`src/rtl/capture_ctrl.sv`:
```
// capture_ctrl: sequences one scope acquisition (pre-trigger fill, arm, trigger, post fill, stop)
// Ports:
//   clk, rst                  clock, synchronous active-high reset
//   sample_en                 ADC sample valid strobe
//   arm, abort, force_trig    start / cancel / software trigger pulses
//   rd_ack, single_shot       readout done pulse, stay-in-DONE select
//   pretrig_len               pre-trigger sample count, latched at start
//   trig_in                   trigger level; rising edge is the trigger event
//   trig_en, trig_ss_rst      trigger block enable and single-shot reset pulse
//   wr_en, wr_addr            capture RAM write port
//   trig_addr, rd_start       trigger sample address, oldest valid sample address
//   busy, done                acquisition in progress / buffer complete
module capture_ctrl #(
   parameter int ADDR_W = 10
) (
   input  logic              clk,
   input  logic              rst,
   input  logic              sample_en,
   input  logic              arm,
   input  logic              abort,
   input  logic              force_trig,
   input  logic              rd_ack,
   input  logic              single_shot,
   input  logic [ADDR_W-1:0] pretrig_len,
   input  logic              trig_in,
   output logic              trig_en,
   output logic              trig_ss_rst,
   output logic              wr_en,
   output logic [ADDR_W-1:0] wr_addr,
   output logic [ADDR_W-1:0] trig_addr,
   output logic [ADDR_W-1:0] rd_start,
   output logic              busy,
   output logic              done
);
   localparam int DEPTH = 2 ** ADDR_W;
   typedef enum logic [2:0] {IDLE = 3'd0, PRE = 3'd1, ARMED = 3'd2, POST = 3'd3, DONE = 3'd4} state_t;
   state_t            state;
   logic              trig_d;
   logic              trig_evt;
   logic              start;
   logic [ADDR_W-1:0] plen;
   logic [ADDR_W-1:0] pre_cnt;
   logic [ADDR_W:0]   post_cnt;
   logic [ADDR_W:0]   post_nxt;
   logic [ADDR_W:0]   target;
   assign busy     = state inside {PRE, ARMED, POST};
   assign done     = state == DONE;
   assign trig_en  = busy;
   assign wr_en    = sample_en & busy & ~abort;
   assign trig_evt = (trig_in & ~trig_d) | force_trig;
   assign start    = ((state == IDLE || state == DONE) && arm) || (state == DONE && rd_ack && !single_shot);
   assign target   = (ADDR_W+1)'(DEPTH) - {1'b0, plen};
   assign post_nxt = post_cnt + (ADDR_W+1)'(wr_en);
   always_ff @(posedge clk) begin
      if (rst) begin
         state       <= IDLE;
         trig_d      <= 1'b0;
         trig_ss_rst <= 1'b0;
         wr_addr     <= '0;
         trig_addr   <= '0;
         rd_start    <= '0;
         plen        <= '0;
         pre_cnt     <= '0;
         post_cnt    <= '0;
      end else begin
         trig_d      <= trig_in;
         trig_ss_rst <= 1'b0;
         if (wr_en) wr_addr <= wr_addr + ADDR_W'(1);
         if (abort) state <= IDLE;
         else if (start) begin
            state       <= PRE;
            wr_addr     <= '0;
            plen        <= pretrig_len;
            pre_cnt     <= '0;
            trig_ss_rst <= 1'b1;
         end else begin
            case (state)
               PRE: begin
                  if (wr_en) pre_cnt <= pre_cnt + ADDR_W'(1);
                  if (plen == '0 || (wr_en && pre_cnt + ADDR_W'(1) == plen)) state <= ARMED;
               end
               ARMED: begin
                  if (trig_evt) begin
                     trig_addr <= wr_addr;
                     rd_start  <= wr_addr - plen;
                     post_cnt  <= (ADDR_W+1)'(wr_en);
                     state     <= (wr_en && target == (ADDR_W+1)'(1)) ? DONE : POST;
                  end
               end
               POST: begin
                  if (wr_en) post_cnt <= post_nxt;
                  if (wr_en && post_nxt == target) state <= DONE;
               end
               default: ;
            endcase
         end
      end
   end
endmodule

```
`config.mk`:
```
export PLATFORM = sky130hd
export DESIGN_NAME = capture_ctrl
export DESIGN_NICKNAME = d
export VERILOG_FILES = /design/src/rtl/capture_ctrl.sv
export SDC_FILE = /design/constraint.sdc
export NUM_CORES = 1
export LEC_CHECK = 0
export CAP_MARGIN = 20
export CORE_MARGIN = 1
export CORE_UTILIZATION = 35
export DETAILED_ROUTE_END_ITERATION = 10
export PLACE_DENSITY_LB_ADDON = 0.1
export SLEW_MARGIN = 25
export SYNTH_ARGS = -nofsm -noshare
export SYNTH_HDL_FRONTEND = slang
export SYNTH_SLANG_ARGS = --single-unit
export TNS_END_PERCENT = 5
```
`constraint.sdc`:
```
create_clock -name clk -period 3.3 [get_ports clk]
set_clock_uncertainty 0.05 [all_clocks]
set_input_delay 0.33 -clock clk [delete_from_list [all_inputs] [get_ports clk]]
set_output_delay 0.33 -clock clk [all_outputs]
set_load 0.02 [all_outputs]
```
Figure 1. Signal wires by layer.
Only two layers are drawn.
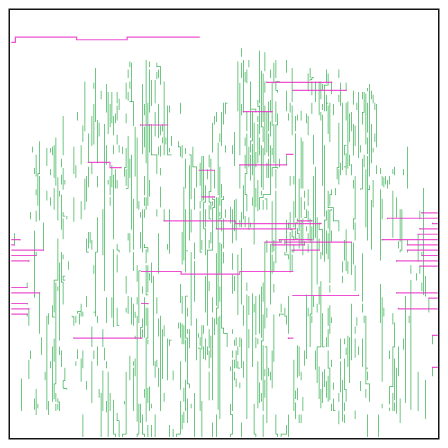
Magenta shows metal 3, wire length 455 um. Green shows metal 2, wire length 4,860 um.
via count: 3,770
Routed Wire Length: 11.12 mm
drt wl/cell: 15.45 um
Overall Global Routing Usage: 0.1994

Figure 2. Where the registers sit.
The bar under the picture is 20 um long.
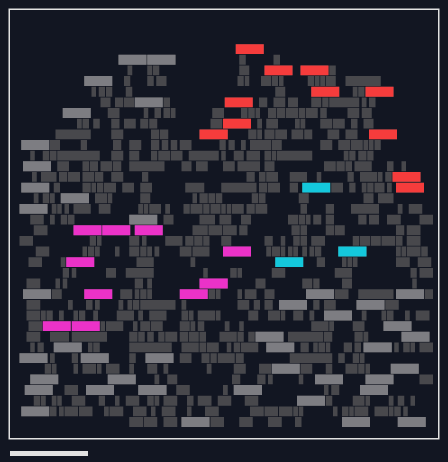
Magenta shows plen, placed flops 10, where left middle. Cyan shows state, placed flops 3. Red shows post_cnt, placed flops 11.
Final Core Density: 0.4620
sequential group power: 0.830 mW
Seq. cell area: 1321 um^2
sequential share of cell area: 0.2593

Figure 3. M1 wires.
The bar under the picture is 20 um long. Supply wires on this layer in grey. Cells faint in the background.
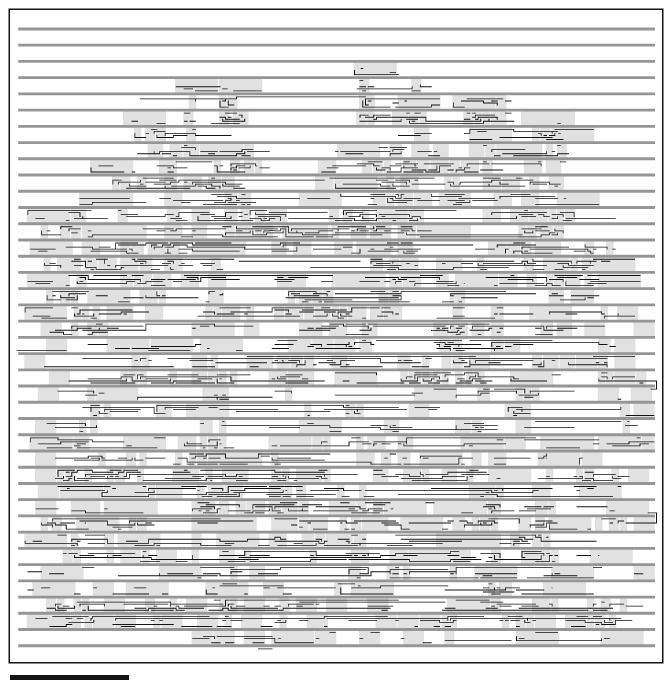
556 nets have wire on it. The longest straight run is 38.2 um. The wires run mostly horizontal. The layer holds 51% of the routed length. The layer carries 5,690 um of wire.
met1 Usage GRT: 0.2807

Figure 4. Nets reached from selected ports.
The bar under the picture is 20 um long.
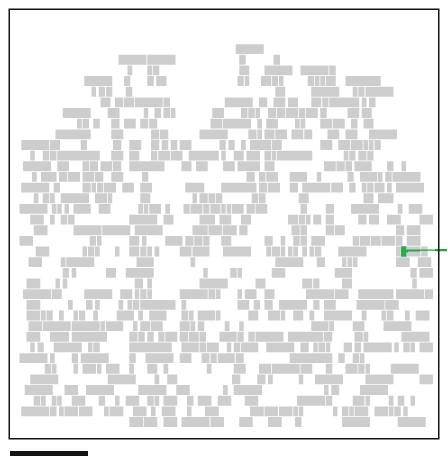
Green shows single_shot, direction input, edge right, end cells 1, wire 12.1 um.
# IOs: 54
I/O Buffers: 53

==> ci_impl_report.md <==
### Flow metrics

| Metric | Value |
|---|---|
| DIE WIDTH | `around 110 um` |
| YS chip area | `about 4000 um^2` |
| First-pass GRT wire length | `approximately 18 mm` |
| Clock tree buffer depth | `2` |
| Synth Cell Area | `roughly 4000 um^2` |
| Startpoint Class | `primary input` |
| Clk. pwr | `approximately 1.1 mW` |
| Max FFs per register | `11` |
| Initial DRC count | `~140` |
| HPWL Detailed | `7.974 mm` |
| Post-synth EDFFs | `0` |
| Largest net degree at the start of global routing | `31` |
| Crit end category | `flop` |
| Outcome | `finished clean` |
| GR Overflow Total | `0` |
| Combinational Area | `2500 um^2` |
| Critical Path, Cell by Cell | `clkdlybuf4s50_1 > or3b_4 > nor2_8 > ha_1 > nand3_1 > or3_1 > and3_1 > a211o_1 > a31oi_1 > o31ai_2 > nand2b_1 > mux2i_1` |
| Cycle use final | `0.9045` |
| Arrival @ worst endpoint | `roughly 3.2 ns` |
| Post-CTS Hold Buffers | `0` |
| Routing usage on met2 | `0.2992` |
| Gate Count Post-Synth | `around 520` |
| Hold Crit Class | `reg -> reg` |
| Final cell count without fillers | `roughly 720` |
| Row Count | `38` |
| Net Switching | `approximately 0.57 mW` |
| Fmax | `~340 MHz` |
Power is estimated from default activity; no workload was simulated.
